### Routed metal, one colour a layer

Scale: 4 px per um. Only two layers are drawn.
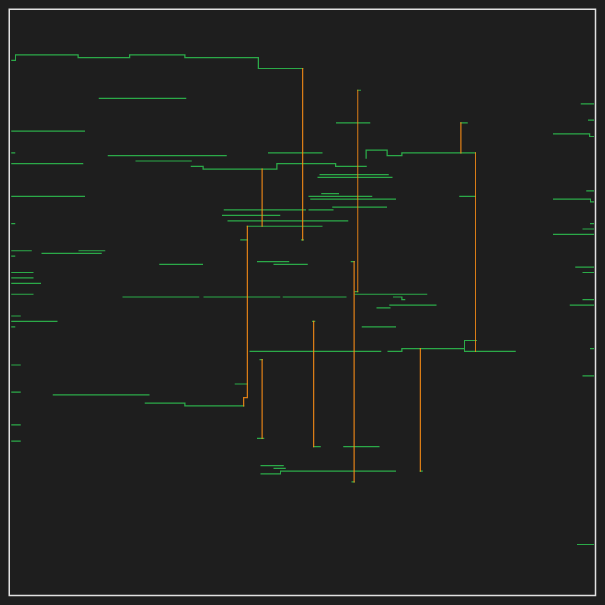
### Clock nets

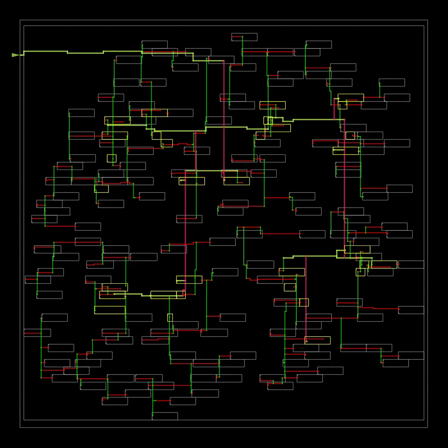
### Layout detail

Window x 100 to 120, y 100 to 120 um. Cells in grey, sequential cells in the stronger grey; small squares are vias.
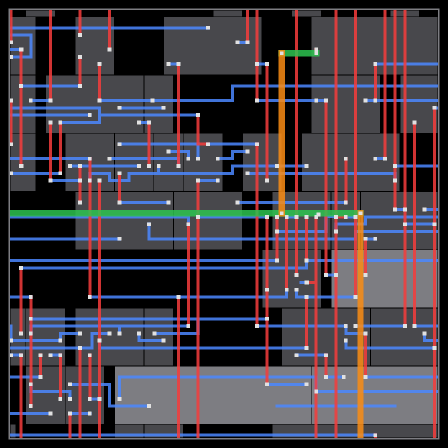
### M2 wires

Scale: 2 px per um.
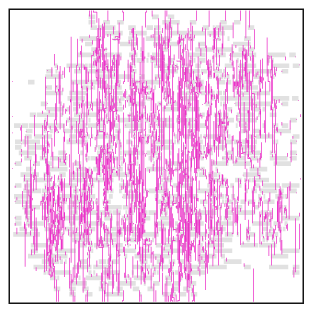
### Port wiring

Scale: 2 px per um.
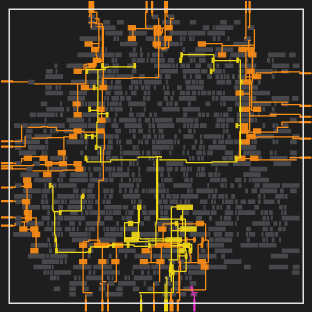
==> config.mk <==
export PLATFORM = sky130hd
export DESIGN_NAME = recon_watchdog
export DESIGN_NICKNAME = d
export VERILOG_FILES = /design/src/rtl/recon_watchdog_pkg.sv /design/src/rtl/recon_watchdog.sv
export SDC_FILE = /design/constraint.sdc
export NUM_CORES = 1
export LEC_CHECK = 0
export ABC_CLOCK_PERIOD_IN_PS = 5590
export CORE_UTILIZATION = 40
export CTS_CLUSTER_DIAMETER = 150
export DETAILED_ROUTE_END_ITERATION = 10
export GPL_TIMING_DRIVEN = 0
export SYNTH_ARGS = -nofsm -noshare
export SYNTH_HDL_FRONTEND = slang
export SYNTH_SLANG_ARGS = --single-unit
==> constraint.sdc <==
create_clock -name clk -period 5.59 [get_ports clk]
set_clock_uncertainty 0.15 [all_clocks]
set_input_delay 0.559 -clock clk [delete_from_list [all_inputs] [get_ports clk]]
set_output_delay 0.559 -clock clk [all_outputs]
set_load 0.01 [all_outputs]
==> src/rtl/recon_watchdog_pkg.sv <==
// ----------------------------------------------------------------------------
// recon_watchdog_pkg
// Shared constants for the recon_watchdog Avalon-MM watchdog:
//   - register word offsets
//   - CTRL / STATUS bit positions
//   - FSM state encoding (also visible in STATUS[5:4])
//   - default kick key
// ----------------------------------------------------------------------------
package recon_watchdog_pkg;

    // Register word addresses
    localparam logic [2:0] ADDR_CTRL    = 3'd0;
    localparam logic [2:0] ADDR_TIMEOUT = 3'd1;
    localparam logic [2:0] ADDR_WARN    = 3'd2;
    localparam logic [2:0] ADDR_KICK    = 3'd3;
    localparam logic [2:0] ADDR_COUNT   = 3'd4;
    localparam logic [2:0] ADDR_STATUS  = 3'd5;

    // CTRL bits
    localparam int unsigned CTRL_ENABLE  = 0;
    localparam int unsigned CTRL_IRQ_ENA = 1;
    localparam int unsigned CTRL_LOCK    = 2;

    // STATUS bits
    localparam int unsigned STAT_WARN    = 0;
    localparam int unsigned STAT_EXPIRED = 1;
    localparam int unsigned STAT_BAD_KEY = 2;

    localparam logic [31:0] KICK_KEY_DEFAULT = 32'h5A5A_A5A5;

    typedef enum logic [1:0] {
        StIdle   = 2'd0,
        StRun    = 2'd1,
        StWarn   = 2'd2,
        StExpire = 2'd3
    } wdt_state_e;

endpackage

==> src/rtl/recon_watchdog.sv <==
// ----------------------------------------------------------------------------
// recon_watchdog
// Avalon-MM slave watchdog clocked by the system clock and timed by the
// system timer's millisec_tick. Software arms it with a millisecond timeout
// and must write the kick key before expiry. A warning interrupt is raised
// when the remaining count drops to WARN; on expiry a fixed-length reset
// request pulse is driven to the reset controller.
//
// Ports:
//   clk            system clock
//   reset_n        asynchronous active-low reset
//   address        Avalon word address (3 bits)
//   chipselect     Avalon select
//   write / read   Avalon strobes
//   writedata      Avalon write data (32 bits)
//   readdata       Avalon read data, registered, 1-cycle latency
//   millisec_tick  one-cycle pulse per millisecond
//   irq            level warning interrupt (irq_ena & warn_flag, registered)
//   wdt_reset_req  reset request pulse, RST_PULSE_CYCLES cycles wide
// ----------------------------------------------------------------------------
module recon_watchdog
    import recon_watchdog_pkg::*;
#(
    parameter logic [31:0] TIMEOUT_DEFAULT  = 32'd1000,
    parameter logic [31:0] WARN_DEFAULT     = 32'd100,
    parameter logic [31:0] KICK_KEY         = KICK_KEY_DEFAULT,
    parameter int unsigned RST_PULSE_CYCLES = 16
) (
    input  logic        clk,
    input  logic        reset_n,
    input  logic [2:0]  address,
    input  logic        chipselect,
    input  logic        write,
    input  logic        read,
    input  logic [31:0] writedata,
    output logic [31:0] readdata,
    input  logic        millisec_tick,
    output logic        irq,
    output logic        wdt_reset_req
);

    localparam logic [7:0] PULSE_LAST = 8'(RST_PULSE_CYCLES - 1);

    // Configuration registers
    logic        r_enable;
    logic        r_irq_ena;
    logic        r_lock;
    logic [31:0] r_timeout;
    logic [31:0] r_warn;

    // Counter, FSM and status
    wdt_state_e  r_state;
    logic [31:0] r_count;
    logic [7:0]  r_pulse_cnt;
    logic        r_warn_flag;
    logic        r_expired_flag;
    logic        r_bad_key;
    logic        r_irq;
    logic        r_reset_req;
    logic [31:0] r_readdata;

    logic        w_wr;
    logic        w_rd;
    logic        w_cfg_wr;
    logic        w_status_wr;
    logic        w_kick_wr;
    logic        w_kick_ok;
    logic        w_kick_bad;
    logic [31:0] w_count_dec;
    logic [31:0] w_status;
    logic [31:0] w_rdata;

    assign w_wr        = chipselect & write;
    assign w_rd        = chipselect & read;
    assign w_cfg_wr    = w_wr & ~r_lock;
    assign w_status_wr = w_wr && (address == ADDR_STATUS);
    assign w_kick_wr   = w_wr && (address == ADDR_KICK);
    assign w_kick_ok   = w_kick_wr && (writedata == KICK_KEY);
    assign w_kick_bad  = w_kick_wr && (writedata != KICK_KEY);
    assign w_count_dec = r_count - 32'd1;

    assign w_status = {26'd0, r_state, 1'b0, r_bad_key, r_expired_flag, r_warn_flag};

    // ------------------------------------------------------------------
    // Configuration registers; frozen once lock is set until reset
    // ------------------------------------------------------------------
    always_ff @(posedge clk or negedge reset_n) begin
        if (!reset_n) begin
            r_enable  <= 1'b0;
            r_irq_ena <= 1'b0;
            r_lock    <= 1'b0;
            r_timeout <= TIMEOUT_DEFAULT;
            r_warn    <= WARN_DEFAULT;
        end else if (w_cfg_wr) begin
            if (address == ADDR_CTRL) begin
                r_enable  <= writedata[CTRL_ENABLE];
                r_irq_ena <= writedata[CTRL_IRQ_ENA];
                r_lock    <= writedata[CTRL_LOCK];
            end
            if (address == ADDR_TIMEOUT) begin
                r_timeout <= writedata;
            end
            if (address == ADDR_WARN) begin
                r_warn <= writedata;
            end
        end
    end

    // ------------------------------------------------------------------
    // Watchdog FSM, counter, status flags and reset-request pulse
    // ------------------------------------------------------------------
    always_ff @(posedge clk or negedge reset_n) begin
        if (!reset_n) begin
            r_state        <= StIdle;
            r_count        <= TIMEOUT_DEFAULT;
            r_pulse_cnt    <= 8'd0;
            r_warn_flag    <= 1'b0;
            r_expired_flag <= 1'b0;
            r_bad_key      <= 1'b0;
            r_reset_req    <= 1'b0;
        end else begin
            // W1C first: any flag set later in this block overrides the clear
            if (w_status_wr) begin
                if (writedata[STAT_WARN])    r_warn_flag    <= 1'b0;
                if (writedata[STAT_EXPIRED]) r_expired_flag <= 1'b0;
                if (writedata[STAT_BAD_KEY]) r_bad_key      <= 1'b0;
            end

            unique case (r_state)
                StIdle: begin
                    if (r_enable) begin
                        r_state <= StRun;
                        r_count <= r_timeout;
                    end
                end

                StRun, StWarn: begin
                    if (w_kick_bad) begin
                        r_bad_key <= 1'b1;
                    end
                    if (!r_enable) begin
                        r_state <= StIdle;
                    end else if (w_kick_ok) begin
                        // Kick beats a same-cycle tick: reload, no decrement
                        r_state <= StRun;
                        r_count <= r_timeout;
                    end else if (w_kick_bad && r_lock) begin
                        r_state        <= StExpire;
                        r_expired_flag <= 1'b1;
                        r_pulse_cnt    <= 8'd0;
                        r_reset_req    <= 1'b1;
                    end else if (millisec_tick) begin
                        if (r_count == 32'd0) begin
                            r_state        <= StExpire;
                            r_expired_flag <= 1'b1;
                            r_pulse_cnt    <= 8'd0;
                            r_reset_req    <= 1'b1;
                        end else begin
                            r_count <= w_count_dec;
                            if ((r_state == StRun) && (w_count_dec <= r_warn)) begin
                                r_state     <= StWarn;
                                r_warn_flag <= 1'b1;
                            end
                        end
                    end
                end

                StExpire: begin
                    // Pulse always runs to completion; enable only picks the exit
                    if (r_pulse_cnt == PULSE_LAST) begin
                        r_reset_req <= 1'b0;
                        r_pulse_cnt <= 8'd0;
                        if (r_enable) begin
                            r_state <= StRun;
                            r_count <= r_timeout;
                        end else begin
                            r_state <= StIdle;
                        end
                    end else begin
                        r_pulse_cnt <= r_pulse_cnt + 8'd1;
                    end
                end
            endcase
        end
    end

    // ------------------------------------------------------------------
    // Interrupt and read data
    // ------------------------------------------------------------------
    always_comb begin
        w_rdata = 32'd0;
        case (address)
            ADDR_CTRL:    w_rdata = {29'd0, r_lock, r_irq_ena, r_enable};
            ADDR_TIMEOUT: w_rdata = r_timeout;
            ADDR_WARN:    w_rdata = r_warn;
            ADDR_COUNT:   w_rdata = r_count;
            ADDR_STATUS:  w_rdata = w_status;
            default:      w_rdata = 32'd0;
        endcase
    end

    always_ff @(posedge clk or negedge reset_n) begin
        if (!reset_n) begin
            r_irq      <= 1'b0;
            r_readdata <= 32'd0;
        end else begin
            r_irq <= r_irq_ena & r_warn_flag;
            if (w_rd) begin
                r_readdata <= w_rdata;
            end
        end
    end

    assign readdata      = r_readdata;
    assign irq           = r_irq;
    assign wdt_reset_req = r_reset_req;

endmodule

==> flow_summary.toml <==
# implementation run metrics
[floorplanning]
initCoreUtil_pct = 41.0
die_h_um = 146
die_area_um2 = 21400
core_area_um2 = 20300
fp-row-count = 52
chipWidth_um = 146

[setup_path]
crit_path_top_delay_cell = "nor4_1"
critPathMaxFanout = 6
cp.required_ns = 5.76
arrival_ns = 5.25
worst_setup_path_end_kind = "register"
crit_chain = "or3_1, nor4_1, nand3_1, or4_1, xnor2_1, ha_1, nand4_1, or4_1, a31oi_1, nor3b_1, o21ai_1, mux2_2"
criticalPathCategory = "register to register"
critPathMostFrequentCell = "or4_1"

[layout]
area_growth_syn_to_layout_pct = 20.3
fillers = 1970
drive_above_1_share_pct = 14.8
lay_top_cells = "131 x dfrtp_1, 96 x nand2_1, 72 x clkdlybuf4s50_1"
mostFrequentLayoutCell = "dfrtp_1"
register_area_um2 = 3670
stdcell_count = 1238
nets = 1034

[run_status]
outcome = "finished clean"

[yosys]
top_cell = "dfrtp_1"
ys_top_cells_by_area = "dfrtp_1 39%, mux2_2 9.1%, ha_1 5.7%"
synth_area_per_cell_um2 = 9.66
async_flop_share_pct = 100
top_area_share_pct = 39.4
ys_area_um2 = 8320
flop_cell = "dfrtp_1"
syn_inst = 861
common_cells = "131 x dfrtp_1, 96 x nand2_1, 67 x mux2_2"
ys_warn_count = 0
synth_flop_count = 146

[sta]
finalHoldViolations = 0
grt_setup_unrepaired = "false"
fin_hold_ws_ns = 0.324
worst_pin_slew_ns = 0.856
finalSetupTns_ns = 0
period_used_pct = 90.9
slew_headroom_pct = 42.3
setup_viol = 0
post-route-min-period_ns = 5.08

[clock_tree]
clockBufferDepth = 2
clk_transition_reported_paths_ns = 0.06
h-tree-depth = 4
post_cts_resized = 0
cts_hold_buf = 1
cts_tree = "yes"
clock-sinks = 146

[route]
vias_per_cell = 5.48
drt_iter0_drc = 480
drcViolationCount = 0

[pwr]
swShare_pct = 39.3
intPower_mw = 2.81
p_switching_mw = 1.82
powerDensity_nw_per_um2 = 463
fin_total_pwr_mw = 4.63
power_frac_clock_pct = 24.8

[grt]
grt_pass1_wl_um = 37200
grt_max_degree = 93
antenna_found_initial = 0
overflow = 0

[placement]
dp_cells = 1205
hpwl_um = 16500

[min_path]
holdCritPathClass = "register to register"
About 'Routed metal, one colour a layer':
colour	layer	wire length
orange	M4	347 um
green	M3	923 um
GRT Util Overall: 22.5%
Total Wirelength: 22,900 um
drt wl/cell: 18.5 um

About 'Clock nets':
Late-Pin Clk Latency: 0.44 ns
sequential cells: 146
TritonCTS Buffers: 17

About 'Layout detail':
colour	layer
green	M3
orange	M4
blue	M1
red	M2
netlist names of flops here include	r_timeout (2), r_count (1)
sequential cells in the window	3
cells with their middle in the window	29
most frequent	a21oi_1 (5), ha_1 (4), dfrtp_1 (3)

About 'M2 wires':
longest straight run	113 um
wire length on this layer	10,600 um
share of all routed wire	46%
main direction	vertical
total number of vias: 6,783
met2 Use GR: 35.5%

About 'Port wiring':
colour	port	bits	direction	edge	end cells	buffers	wire
magenta	write	1	input	bottom	1	1	9.80 um
orange	writedata	32	input	10 left, 9 top, 7 bottom, 6 right	76	32	1,510 um
yellow	address	3	input	bottom	46	8	769 um
# IOs: 75
PortBufs: 73

final cells by class:
cell class	instances	share of cell area (%)
Inverter	47	1.76
Clock buffer	18	4.39
Tap cell	270	3.38
Multi-Input combinational cell	625	42.8
Buffer	43	1.84
Clock inverter	14	1.45
Timing Repair Buffer	75	7.69
Sequential cell	146	36.7
worst paths after layout:
check	startpoint	end	slack (ns)	cells past startpoint
worst min-delay path	readdata[30]	readdata[30]	0.32	2
worst max-delay path	r_count[2]	r_state[1]	0.51	12
min in group asynchronous	reset_n	r_pulse_cnt[0]	0.49	2
max in group asynchronous	reset_n	r_count[7]	3.92	3
worst min register to register	readdata[30]	readdata[30]	0.32	2
worst max register to register	r_count[2]	r_state[1]	0.51	12
kinds of logic after synthesis:
family                   count (synthesis)  share of synthesized area (%)
AND-OR/OR-AND                          213                           15.3
XOR/XNOR                                27                           2.84
adder cells (fa/ha/maj)                 38                           5.72
buffers and inverters                   90                           4.33
flip-flops                             146                           44.1
multiplexers                            91                           12.4
AND/OR/NAND/NOR                        256                           15.2
per-layer routing:
layer	vias up	track usage (%)	wire length [um]
met4	0	6.72	347
met5	-	0	0
met3	23	3.75	923
met2	132	35.5	10600
li1	3276	-	-
met1	3352	31.5	11000
flip-flops by register name (all words and copies together) (netlist names):
signal / cells
r_bad_key: 1
r_pulse_cnt: 8
r_timeout: 32
r_enable: 1
r_warn: 32
r_warn_flag: 1
wdt_reset_req: 1
irq: 1
readdata: 32
r_lock: 1
r_expired_flag: 1
r_count: 32
r_state: 2
r_irq_ena: 1
power by group through the flow:
stage	Combinational (mW)	Clock (mW)	Sequential, mW
2_1_floorplan	1.32	0	1.59
3_3_place_gp	1.78	0	1.67
3_5_place_dp	1.81	0	1.67
4_1_cts	1.83	1.17	1.66
5_1_grt	2.04	1.21	1.70
6_report	1.82	1.15	1.66
Power figures rest on the tool's default switching activity, not on a simulated workload.
